### config.mk
export PLATFORM = sky130hd
export DESIGN_NAME = cpu_run_ctrl_flat
export DESIGN_NICKNAME = d
export VERILOG_FILES = /design/src/rtl/cpu_run_ctrl_if.sv /design/src/rtl/cpu_run_ctrl.sv /design/src/flat_wrapper.sv
export SDC_FILE = /design/constraint.sdc
export NUM_CORES = 1
export LEC_CHECK = 0
export CAP_MARGIN = 40
export CORE_UTILIZATION = 45
export DETAILED_ROUTE_END_ITERATION = 8
export PLACE_DENSITY_LB_ADDON = 0.3
export SYNTH_ARGS = -nofsm -noshare
export SYNTH_HDL_FRONTEND = slang
export SYNTH_SLANG_ARGS = --single-unit
### constraint.sdc
create_clock -name clk -period 3.55 [get_ports clk]
set_input_delay 0.8875 -clock clk [delete_from_list [all_inputs] [get_ports clk]]
set_output_delay 0.8875 -clock clk [all_outputs]
set_load 0.005 [all_outputs]
### src/rtl/cpu_run_ctrl_if.sv
// Bundle between the cpu data-memory port and the run controller.
// master = cpu side (drives the write strobe), slave = run controller (drives status).
interface cpu_run_ctrl_if #(
  parameter int unsigned CNT_W = 16
);
  // MemWrite is a single-cycle qualifier: every rising edge it is high counts as one
  // write of WriteData to DataAdr. There is no back-pressure; the controller never stalls the cpu.
  logic             MemWrite;
  logic [31:0]      DataAdr;
  logic [31:0]      WriteData;
  logic             cpu_rst;
  logic             running;
  logic             done;
  logic             pass;
  logic             timeout;
  logic [31:0]      exit_code;
  logic [CNT_W-1:0] cycle_count;

  modport master (
    output MemWrite, DataAdr, WriteData,
    input  cpu_rst, running, done, pass, timeout, exit_code, cycle_count
  );

  modport slave (
    input  MemWrite, DataAdr, WriteData,
    output cpu_rst, running, done, pass, timeout, exit_code, cycle_count
  );
endinterface

### src/rtl/cpu_run_ctrl.sv
// Run controller: sequences cpu reset, counts RUN clocks, ends the run on a tohost write
// or when the cycle watchdog expires. All status outputs are registered.
module cpu_run_ctrl #(
  parameter int unsigned RST_CYCLES  = 1,
  parameter int unsigned MAX_CYCLES  = 40,
  parameter int unsigned CNT_W       = 16,
  parameter logic [31:0] TOHOST_ADDR = 32'h0000_00FC,
  parameter logic [31:0] PASS_VALUE  = 32'h0000_0001,
  parameter bit          HALT_ON_END = 1'b1
) (
  input  logic                 clk,
  input  logic                 rst,
  cpu_run_ctrl_if.slave        bus,
  output logic [1:0]           state_o
);

  typedef enum logic [1:0] {
    ST_RESET   = 2'd0,
    ST_RUN     = 2'd1,
    ST_DONE    = 2'd2,
    ST_TIMEOUT = 2'd3
  } state_e;

  localparam int unsigned      RC_W    = (RST_CYCLES > 1) ? $clog2(RST_CYCLES) : 1;
  localparam logic [RC_W-1:0]  RC_LAST = RC_W'(RST_CYCLES - 1);
  localparam logic [31:0]      WD_LAST = 32'(MAX_CYCLES) - 32'd1;
  localparam logic [CNT_W-1:0] CNT_MAX = '1;

  state_e           state_q;
  logic [RC_W-1:0]  rst_cnt_q;
  logic             cpu_rst_q;
  logic             running_q;
  logic             done_q;
  logic             pass_q;
  logic             timeout_q;
  logic [31:0]      exit_code_q;
  logic [CNT_W-1:0] cycle_count_q;
  logic [CNT_W-1:0] cycle_count_d;
  logic             end_hit;
  logic             wd_hit;

  always_comb begin
    cycle_count_d = cycle_count_q;
    if (cycle_count_q != CNT_MAX) begin
      cycle_count_d = cycle_count_q + CNT_W'(1);
    end
  end

  assign end_hit = bus.MemWrite && (bus.DataAdr == TOHOST_ADDR);
  // With MAX_CYCLES == 0 the watchdog compare is gated off entirely.
  assign wd_hit  = (MAX_CYCLES != 0) && (32'(cycle_count_q) == WD_LAST);

  always_ff @(posedge clk) begin
    if (rst) begin
      state_q       <= ST_RESET;
      rst_cnt_q     <= '0;
      cpu_rst_q     <= 1'b1;
      running_q     <= 1'b0;
      done_q        <= 1'b0;
      pass_q        <= 1'b0;
      timeout_q     <= 1'b0;
      exit_code_q   <= '0;
      cycle_count_q <= '0;
    end else begin
      case (state_q)
        ST_RESET: begin
          if (rst_cnt_q == RC_LAST) begin
            state_q   <= ST_RUN;
            cpu_rst_q <= 1'b0;
            running_q <= 1'b1;
          end else begin
            rst_cnt_q <= rst_cnt_q + RC_W'(1);
          end
        end
        ST_RUN: begin
          cycle_count_q <= cycle_count_d;
          // A tohost write on the watchdog's last clock still counts as DONE.
          if (end_hit) begin
            state_q     <= ST_DONE;
            done_q      <= 1'b1;
            exit_code_q <= bus.WriteData;
            pass_q      <= (bus.WriteData == PASS_VALUE);
            running_q   <= 1'b0;
            cpu_rst_q   <= HALT_ON_END;
          end else if (wd_hit) begin
            state_q   <= ST_TIMEOUT;
            timeout_q <= 1'b1;
            running_q <= 1'b0;
            cpu_rst_q <= HALT_ON_END;
          end
        end
        default: begin
        end
      endcase
    end
  end

  assign bus.cpu_rst     = cpu_rst_q;
  assign bus.running     = running_q;
  assign bus.done        = done_q;
  assign bus.pass        = pass_q;
  assign bus.timeout     = timeout_q;
  assign bus.exit_code   = exit_code_q;
  assign bus.cycle_count = cycle_count_q;
  assign state_o         = state_q;

endmodule

### src/flat_wrapper.sv
// flat-port wrapper written by rule: the top's interface ports become plain ports
module cpu_run_ctrl_flat 
#(
  parameter int unsigned RST_CYCLES  = 1,
  parameter int unsigned MAX_CYCLES  = 40,
  parameter int unsigned CNT_W       = 16,
  parameter logic [31:0] TOHOST_ADDR = 32'h0000_00FC,
  parameter logic [31:0] PASS_VALUE  = 32'h0000_0001,
  parameter bit          HALT_ON_END = 1'b1
)
  (clk, rst, state_o, bus_MemWrite, bus_DataAdr, bus_WriteData, bus_cpu_rst, bus_running, bus_done, bus_pass, bus_timeout, bus_exit_code, bus_cycle_count);
  cpu_run_ctrl_if #(.CNT_W(CNT_W)) bus_i ();
  input  logic clk;
  input  logic rst;
  output logic [1:0] state_o;
  input wire logic [$bits(bus_i.MemWrite)-1:0] bus_MemWrite;
  input wire logic [$bits(bus_i.DataAdr)-1:0] bus_DataAdr;
  input wire logic [$bits(bus_i.WriteData)-1:0] bus_WriteData;
  output wire logic [$bits(bus_i.cpu_rst)-1:0] bus_cpu_rst;
  output wire logic [$bits(bus_i.running)-1:0] bus_running;
  output wire logic [$bits(bus_i.done)-1:0] bus_done;
  output wire logic [$bits(bus_i.pass)-1:0] bus_pass;
  output wire logic [$bits(bus_i.timeout)-1:0] bus_timeout;
  output wire logic [$bits(bus_i.exit_code)-1:0] bus_exit_code;
  output wire logic [$bits(bus_i.cycle_count)-1:0] bus_cycle_count;
  assign bus_i.MemWrite = bus_MemWrite;
  assign bus_i.DataAdr = bus_DataAdr;
  assign bus_i.WriteData = bus_WriteData;
  assign bus_cpu_rst = bus_i.cpu_rst;
  assign bus_running = bus_i.running;
  assign bus_done = bus_i.done;
  assign bus_pass = bus_i.pass;
  assign bus_timeout = bus_i.timeout;
  assign bus_exit_code = bus_i.exit_code;
  assign bus_cycle_count = bus_i.cycle_count;
  cpu_run_ctrl #(.RST_CYCLES(RST_CYCLES), .MAX_CYCLES(MAX_CYCLES), .CNT_W(CNT_W), .TOHOST_ADDR(TOHOST_ADDR), .PASS_VALUE(PASS_VALUE), .HALT_ON_END(HALT_ON_END)) u_core (.clk(clk), .rst(rst), .bus(bus_i), .state_o(state_o));
endmodule
**Drive-strength map**

(4 px per µm)
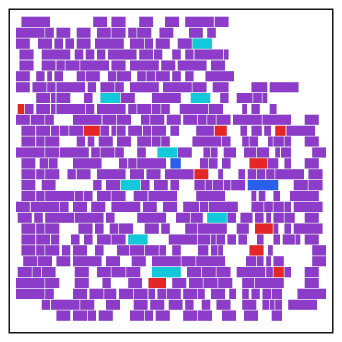
_6 and larger: in cyan, cells 8, share 1.9%. _0 and _1 cells: in purple, cells 392, share 95%. _3 and _4 cells: in blue, cells 2, share 0.49%. _2 cells: in red, cells 10, share 2.4%.
worst setup margin: 0.931 ns
Finished Cell Area: 4120 µm²

**The metal 3 layer**

(6 px per µm)
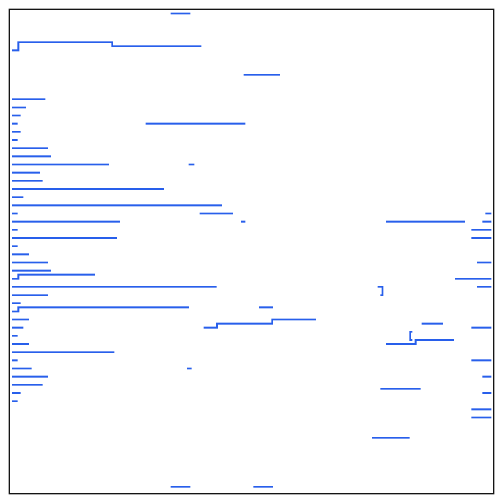
63 nets have wire on it. The longest straight run is 34.7 µm.
routed via count: 2622
met3 usage in global routing: 0.0727

**Congestion heat map**

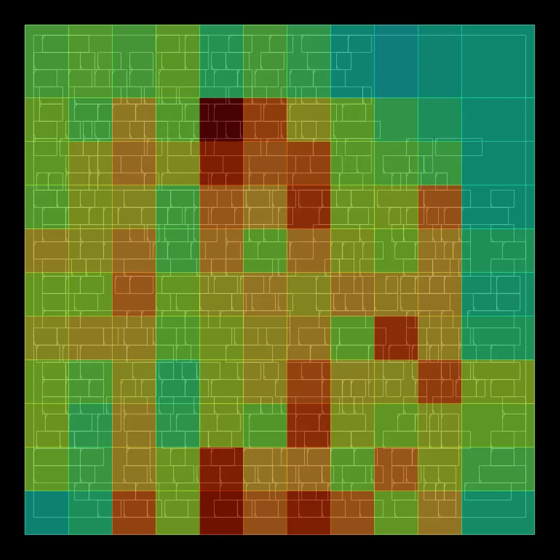
GRT Util Overall: 0.226
drt wl/cell: 14.7 µm
met2 usage: 0.386

**Gate-type map**

(4 px per µm)
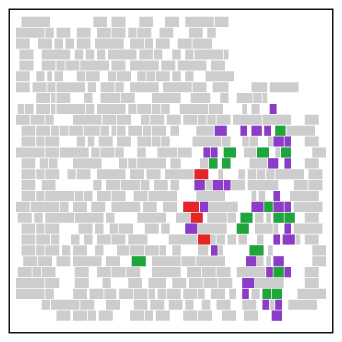
AND and OR gates: in green, cells 16. AND-OR and OR-AND gates: in red, cells 4. inverting AOI/OAI gates: in purple, cells 33.
most frequent logic cell in the layout: clkdlybuf4s50_1
multi-input combinational area share: 0.385
Final Non-Filler Cells: 487

## Yosys cell counts, types with 4 or more instances
master / number
or4_1: 4
o31ai_1: 5
a21oi_1: 14
nor2_1: 8
nand2_1: 9
o21ai_0: 4
mux2i_1: 33
nand3_1: 5
nor2b_1: 6
nand2b_1: 69
nor4_1: 14
clkbuf_1: 10
nand4_1: 9
nor3_1: 6
dfxtp_1: 55
## metal layers
layer	vias up	track usage	wire length (µm)
li1	1308	-	-
met3	12	0.0727	455
met2	81	0.386	3500
met1	1221	0.262	3050
met5	-	0	0
met4	0	0.0804	144
## per-stage QoR
step | instances | hold slack (ns) | power [mW]
floorplan | 297 | 0.451 | 0.687
global placement | 479 | 0.440 | 0.780
detailed placement | 479 | 0.465 | 0.783
CTS | 487 | 0.480 | 1.16
global route | 487 | 0.504 | 1.20
finish | 487 | 0.477 | 1.15
## state kept, by name (all words and copies together) (netlist names)
register / count
u_core.bus.cpu_rst: 1
u_core.bus.cycle_count: 16
u_core.bus.done: 1
u_core.bus.exit_code: 32
u_core.bus.pass: 1
u_core.bus.running: 1
u_core.bus.timeout: 1
u_core.state_o: 2
## power by group through the flow
stage          Sequential [mW]  Combinational, mW  Clock (mW)
2_1_floorplan            0.641             0.0459           0
3_3_place_gp             0.641              0.139           0
3_5_place_dp             0.641              0.142           0
4_1_cts                  0.627              0.143       0.387
5_1_grt                  0.628              0.154       0.414
6_report                 0.627              0.142       0.378
## layout make-up
class | instances | area share
clock buffers | 8 | 0.0243
inverters | 1 | 0.000911
multi-input cells | 225 | 0.385
flip-flops and latches | 55 | 0.267
well taps | 75 | 0.0228
repair buffers | 123 | 0.299
## worst reg2reg max path, stage by stage (launching register included)
cell	delay (ns)
dfxtp_1	0.41
nor2b_1	0.54
o311ai_0	0.42
or4_1	0.48
a21oi_1	0.14
==> results.yml <==
# synthesis and place-and-route metrics
layout:
  most-common-layout-cells: "120 x clkdlybuf4s50_1, 69 x nand2b_1, 55 x dfxtp_1"
  num_antenna_cells: 0
  nNetsFinal: 479
pwr:
  leakage_nw: 1.35
clock_tree:
  cts_setup_buffers: 0
  tritoncts: "done"
  clockRootBuffer: "clkbuf_8"
  cts_max_level: 2
  path_clk_slew_ns: 0.09
  cts_resized: 0
sta:
  slew_headroom: 0.482
  fin_worst_skew_ns: 0.00546
  finalSetupViolCount: 0
  max_freq_ghz: 0.382
logic_synthesis:
  xor_share: 0
  aoi_share: 0.0889
  fp_nets: 365
  ys_cells: 297
setup_path:
  critPathCapture: "u_core.bus.pass"
  crit_family: "simple AND/OR/NAND/NOR gates"
  cp.required_ns: 3.76
  cp_num_buf_inv: 2
  critPathSlowestCell: "clkdlybuf4s50_1"
  critPathMaxStageDelay_ns: 0.40
  criticalPathCategory: "in2reg"
  r2r-start: "u_core.state_o[0]"
  r2r_cells: 4
floorplan:
  chipHeight_um: 80.5
  die_w_um: 80.5
  core_area_um2: 5920
  initCoreUtil: 0.468
  io_pins: 122
  rows: 28
  chipArea_um2: 6480
placement:
  globalplace.congestion: 0.782
  pre_cts_ws_ns: 0.594
grt:
  grt_pass1_wl_um: 11400
run_status:
  status: "completed"
drt:
  drcViolationCount: 0
worst_hold_path:
  hold_depth: 2
  whs_endpoint: "u_core.bus.exit_code[6]"
job:
  maxCapViolations: 0
Power is estimated from default activity; no workload was simulated.
